File: src/rtl/player_reg_writer_pkg.sv
// Shared constants and types for the player/CPU regfile write merger.
package player_reg_writer_pkg;
  localparam int NPLAY  = 4;
  localparam int REG_W  = 5;
  localparam int DATA_W = 32;
  localparam int ID_W   = 3;

  localparam logic [REG_W-1:0] REG_ZERO   = 5'd0;
  localparam logic [ID_W-1:0]  GRANT_CPU  = 3'd4;
  localparam logic [ID_W-1:0]  GRANT_IDLE = 3'd7;

  typedef enum logic [1:0] {
    SEL_IDLE,
    SEL_PLAYER,
    SEL_CPU,
    SEL_CPU_ZERO
  } sel_t;
endpackage

File: src/rtl/rr_arbiter4.sv
// Combinational four-way round-robin arbiter.
// The search begins one past the last granted player.
module rr_arbiter4
  import player_reg_writer_pkg::*;
(
  input  logic [NPLAY-1:0] req,
  input  logic [1:0]       ptr,
  output logic [NPLAY-1:0] gnt,
  output logic [1:0]       gnt_id,
  output logic             gnt_valid
);
  logic [1:0] idx;

  always_comb begin
    gnt       = '0;
    gnt_id    = ptr;
    gnt_valid = 1'b0;
    idx       = ptr;
    for (int i = 1; i <= NPLAY; i++) begin
      idx = ptr + 2'(i);
      if (!gnt_valid && req[idx]) begin
        gnt_valid = 1'b1;
        gnt_id    = idx;
        gnt[idx]  = 1'b1;
      end
    end
  end
endmodule

File: src/rtl/player_reg_writer.sv
// Merges CPU writeback and four player slots onto one regfile write port.
// CPU has priority until a pending player has waited STARVE_LIMIT cycles.
module player_reg_writer
  import player_reg_writer_pkg::*;
#(
  parameter int STARVE_LIMIT = 8,
  parameter int DROPW        = 8
) (
  input  logic                    clock,
  input  logic                    ctrl_reset,
  input  logic                    cpu_writeEnable,
  input  logic [REG_W-1:0]        cpu_writeReg,
  input  logic [DATA_W-1:0]       cpu_data,
  output logic                    cpu_stall,
  input  logic [NPLAY-1:0]        req_valid,
  input  logic [NPLAY*REG_W-1:0]  req_reg,
  input  logic [NPLAY*DATA_W-1:0] req_data,
  output logic [NPLAY-1:0]        req_ready,
  output logic                    ctrl_writeEnable,
  output logic [REG_W-1:0]        ctrl_writeReg,
  output logic [DATA_W-1:0]       data_writeReg,
  output logic [ID_W-1:0]         grant_id,
  output logic [DROPW-1:0]        drop_count
);
  localparam int SW = $clog2(STARVE_LIMIT + 1);

  logic [NPLAY-1:0]  slot_vld;
  logic [REG_W-1:0]  slot_reg  [NPLAY];
  logic [DATA_W-1:0] slot_data [NPLAY];
  logic [1:0]        rr_ptr;
  logic [SW-1:0]     starve_cnt;

  logic [NPLAY-1:0]  arb_gnt;
  logic [1:0]        arb_id;
  logic              arb_vld;
  logic              starve_hit;
  sel_t              sel;

  logic [NPLAY-1:0]  acc;
  logic [NPLAY-1:0]  drop;
  logic [NPLAY-1:0]  clr;
  logic [2:0]        n_drop;
  logic [DROPW:0]    drop_sum;

  rr_arbiter4 u_arb (
    .req       (slot_vld),
    .ptr       (rr_ptr),
    .gnt       (arb_gnt),
    .gnt_id    (arb_id),
    .gnt_valid (arb_vld)
  );

  assign req_ready = ~slot_vld;
  assign cpu_stall = starve_hit;

  always_comb begin
    starve_hit = arb_vld &&
                 (starve_cnt == SW'(STARVE_LIMIT));
    sel = SEL_IDLE;
    if (starve_hit)
      sel = SEL_PLAYER;
    else if (cpu_writeEnable)
      sel = (cpu_writeReg != REG_ZERO) ?
            SEL_CPU : SEL_CPU_ZERO;
    else if (arb_vld)
      sel = SEL_PLAYER;
  end

  always_comb begin
    acc    = req_valid & ~slot_vld;
    drop   = '0;
    n_drop = '0;
    for (int p = 0; p < NPLAY; p++) begin
      drop[p] = acc[p] &&
        (req_reg[p*REG_W +: REG_W] == REG_ZERO);
      n_drop  = n_drop + 3'(drop[p]);
    end
    clr      = (sel == SEL_PLAYER) ? arb_gnt : '0;
    drop_sum = {1'b0, drop_count} + (DROPW+1)'(n_drop);
  end

  always_ff @(posedge clock or posedge ctrl_reset) begin
    if (ctrl_reset) begin
      slot_vld <= '0;
      for (int p = 0; p < NPLAY; p++) begin
        slot_reg[p]  <= '0;
        slot_data[p] <= '0;
      end
    end else begin
      for (int p = 0; p < NPLAY; p++) begin
        if (clr[p]) begin
          slot_vld[p] <= 1'b0;
        end else if (acc[p] && !drop[p]) begin
          slot_vld[p]  <= 1'b1;
          slot_reg[p]  <= req_reg[p*REG_W +: REG_W];
          slot_data[p] <= req_data[p*DATA_W +: DATA_W];
        end
      end
    end
  end

  always_ff @(posedge clock or posedge ctrl_reset) begin
    if (ctrl_reset)
      drop_count <= '0;
    else if (drop_sum[DROPW])
      drop_count <= '1;
    else
      drop_count <= drop_sum[DROPW-1:0];
  end

  // A CPU write to r0 still counts as a CPU win.
  always_ff @(posedge clock or posedge ctrl_reset) begin
    if (ctrl_reset)
      starve_cnt <= '0;
    else if (sel == SEL_PLAYER || !arb_vld)
      starve_cnt <= '0;
    else
      starve_cnt <= starve_cnt + 1'b1;
  end

  always_ff @(posedge clock or posedge ctrl_reset) begin
    if (ctrl_reset) begin
      ctrl_writeEnable <= 1'b0;
      ctrl_writeReg    <= '0;
      data_writeReg    <= '0;
      grant_id         <= GRANT_IDLE;
      rr_ptr           <= 2'd3;
    end else begin
      unique case (sel)
        SEL_PLAYER: begin
          ctrl_writeEnable <= 1'b1;
          ctrl_writeReg    <= slot_reg[arb_id];
          data_writeReg    <= slot_data[arb_id];
          grant_id         <= {1'b0, arb_id};
          rr_ptr           <= arb_id;
        end
        SEL_CPU: begin
          ctrl_writeEnable <= 1'b1;
          ctrl_writeReg    <= cpu_writeReg;
          data_writeReg    <= cpu_data;
          grant_id         <= GRANT_CPU;
        end
        default: begin
          ctrl_writeEnable <= 1'b0;
          grant_id         <= GRANT_IDLE;
        end
      endcase
    end
  end
endmodule

File: config.mk
export PLATFORM = sky130hd
export DESIGN_NAME = player_reg_writer
export DESIGN_NICKNAME = d
export VERILOG_FILES = /design/src/rtl/player_reg_writer_pkg.sv /design/src/rtl/rr_arbiter4.sv /design/src/rtl/player_reg_writer.sv
export SDC_FILE = /design/constraint.sdc
export NUM_CORES = 1
export LEC_CHECK = 0
export CELL_PAD_IN_SITES_DETAIL_PLACEMENT = 0
export CELL_PAD_IN_SITES_GLOBAL_PLACEMENT = 2
export CORE_UTILIZATION = 30
export CTS_CLUSTER_SIZE = 16
export DETAILED_ROUTE_END_ITERATION = 6
export PLACE_DENSITY_LB_ADDON = 0.1
export SYNTH_ARGS = -nofsm -noshare
export SYNTH_HDL_FRONTEND = slang
export SYNTH_SLANG_ARGS = --single-unit
File: constraint.sdc
create_clock -name clock -period 5.9 [get_ports clock]
set_input_delay 0.59 -clock clock [delete_from_list [all_inputs] [get_ports clock]]
set_output_delay 0.59 -clock clock [all_outputs]
set_load 0.01 [all_outputs]
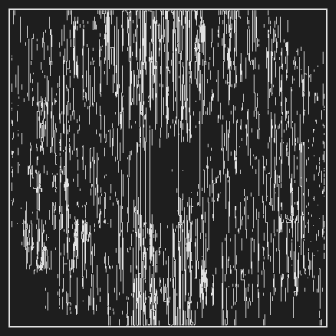
*M2 wires*
main direction	vertical
wire length on this layer	13,700 um
share of all routed wire	45%
met2 track utilization from global routing: 26.5%
via total after detailed routing: 6,802
total wire length: 30,400 um

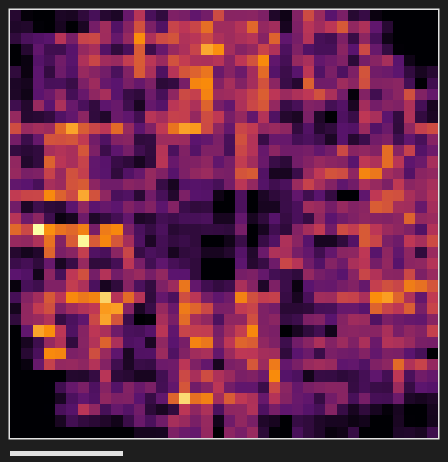
*Signal metal coverage by tile*
The bar under the picture is 50 um long. The die is cut into 38 by 38 equal tiles; black is low, pale yellow is high, scaled to the fullest tile. Values are wire area over tile area, all layers added.
emptiest ninth of the die	middle
fullest tile	0.43
nearly empty tiles	7.0%
mean over tiles	0.13
tiles over half the peak	15%
total routing resource utilization after global routing: 16.9%
WL per Instance: 20.8 um

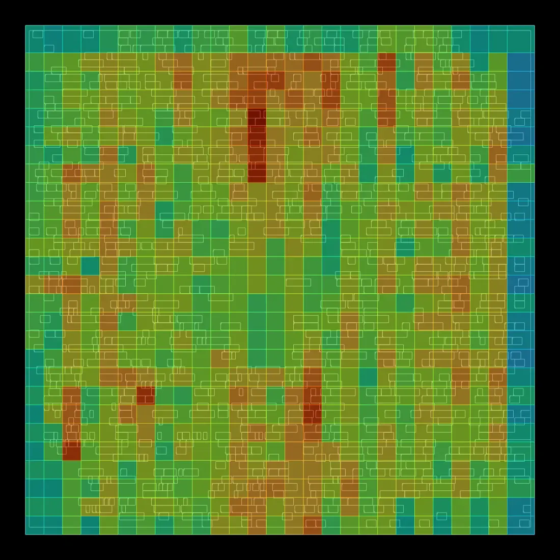
*Congestion heat map*
Core Util, Final: 41.1%
busiest grt layer: met2
met3 Resource Use GR: 3.49%
met1 demand-to-capacity share in global routing: 24.2%

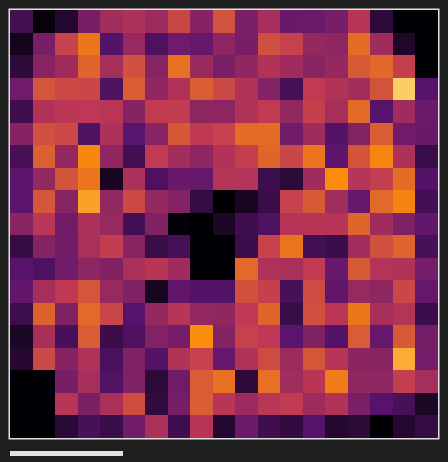
*Local utilization*
The bar under the picture is 50 um long. The die is cut into 19 by 19 equal tiles; black is low, pale yellow is high, 0 to 100% covered.
nearly empty tiles	5.3%
tiles over 75% full	1.1%
mean over tiles	38%
fullest tile	89%
Core Box Area: 34,500 um2
floorplan utilization: 30.6%

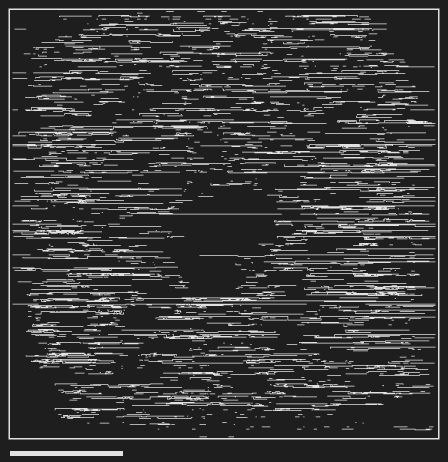
*Metal 1*
The bar under the picture is 50 um long.
longest straight run	69.9 um
nets with wire on the layer	1,067
main direction	horizontal
wire length on this layer	14,900 um
share of all routed wire	49%

[cell families (layout without fill, tap and decap cells)]
kind of cell | after synthesis | in the layout | synth area share (%)
XOR/XNOR | 7 | 7 | 0.581
flip-flops | 207 | 207 | 49.1
adder cells (fa/ha/maj) | 17 | 17 | 2.23
buffers and inverters | 69 | 322 | 4.97
multiplexers | 269 | 269 | 32.3
AND/OR/NAND/NOR | 76 | 76 | 3.94
other | 0 | 1 | 0
AND-OR/OR-AND | 106 | 106 | 6.85
[power groups by stage]
stage	sequential [mW]	combinational, mW	clock, mW
CTS	2.60	3.96	1.74
finish	2.60	3.87	1.69
global route	2.69	4.19	1.80
global placement	2.61	3.93	0
floorplan	2.50	2.90	0
detailed placement	2.61	3.95	0
==> git commit body <==
Add synthesis and place-and-route results

- In the final design, more cell area goes to sequential cells than to any other class.
* Ranking of synthesized cells by instance count: dfrtp_1, mux2_4, mux2i_1
* Worst Hold Path EP: starve_cnt[0]
* Flip-flops with a built-in enable: 0
* Total area of sequential cells: around 5200 um2
* Critical path launch point type: register
- Setup ws final: 1.77 ns
* Multi-input combinational cell count: about 480
* Die Outline Area: 35,900 um2
- In the synthesized netlist the async set-or-reset flop fraction comes to 100%.
- Internal Pwr Total: ~5.4 mW
- # hold bufs at CTS: 0
* Number of fill cells: around 3,300
- Clock-pin slew on the worst setup and hold paths: 0.06 ns
- Number of different library cells in the post-synthesis netlist: roughly 54
- For this run, the detailed router's first-pass iteration total came to 4.
- The floorplan has just under 70 rows.
- Per STA, the endpoint of the critical path is slot_data[100].
- Worst endpoint required time: between 6 and 7 ns
- The Yosys step of the flow raised 0 warnings.
* Flop and latch count out of synthesis: roughly 210
- The power report shows net switching accounting for between 30% and 40% of the total.
* Count of nets left with antenna violations after detail routing: 0
- For this design, the sink count on the clock tree is 207.
* Slew HR: around a third
- The critical path crosses 9 cells after its start point.
- Proportion of power drawn by flip-flops and latches: 31.8%
- Worst slack, placed: ~1.6 ns
- Via count of the first global-routing pass: about 7,400
- The flow ran to the end, and the final reports show no timing, DRC or antenna violations.
* Root buffer selected by CTS: clkbuf_16
- TritonCTS built the clock tree.
- For reference, the post-synthesis area per instance comes to around 14 um2.
* Bufs and invs on worst path: 2
- Sequential share of cell area: a little over a third
- The switching component of the power was reported as between 2 and 3 mW.
* Drt first-iter violations: 224
- Critical path class: reg -> reg
* Final min period: 4.13 ns
* CLK BUF: between 40 and 50
- For this floorplan the total number of well-tap instances is around 460.
- Met3 WL post-DR: between 1500 and 2000 um
- The detailed router put a total of between 10,000 and 15,000 um of wire on met1.
- The critical path starts at rr_ptr[0].
- Excluding fillers, the count of instances in the completed layout stands at roughly 1,500.
- WP data arrival: roughly 4.5 ns
- The final max-slew violation count recorded for this run is 0.
- Nets: 1,193
- Vias per cell: about 4.7
- Die span in y: 190 um
- Wire segments on met2 add up to about 14,000 um in the final route.
- Sequential fraction of the synthesis area: 49.1%
- From the final report, the count of setup violators was given as 0.
- Clock power frac: around a fifth
- The worst setup path is captured at a register.
- In this run the cell area of the synthesized design comes to between 10,000 and 15,000 um2.
- Maximum Capacitance Violations: 0
- Chip area in the Yosys report: between 10,000 and 15,000 um2
* Proportion of cell area spent on the clock network: under 10%
- Ratio of cells with drive above 1 in the final layout: between 20% and 30%
* Level count of the clock H-tree: 1
- For this run, the top clock speed supported by timing is ~0.24 GHz.
- OpenROAD warning count: 39
No activity file was given, so power comes from the tool's default toggle rates.
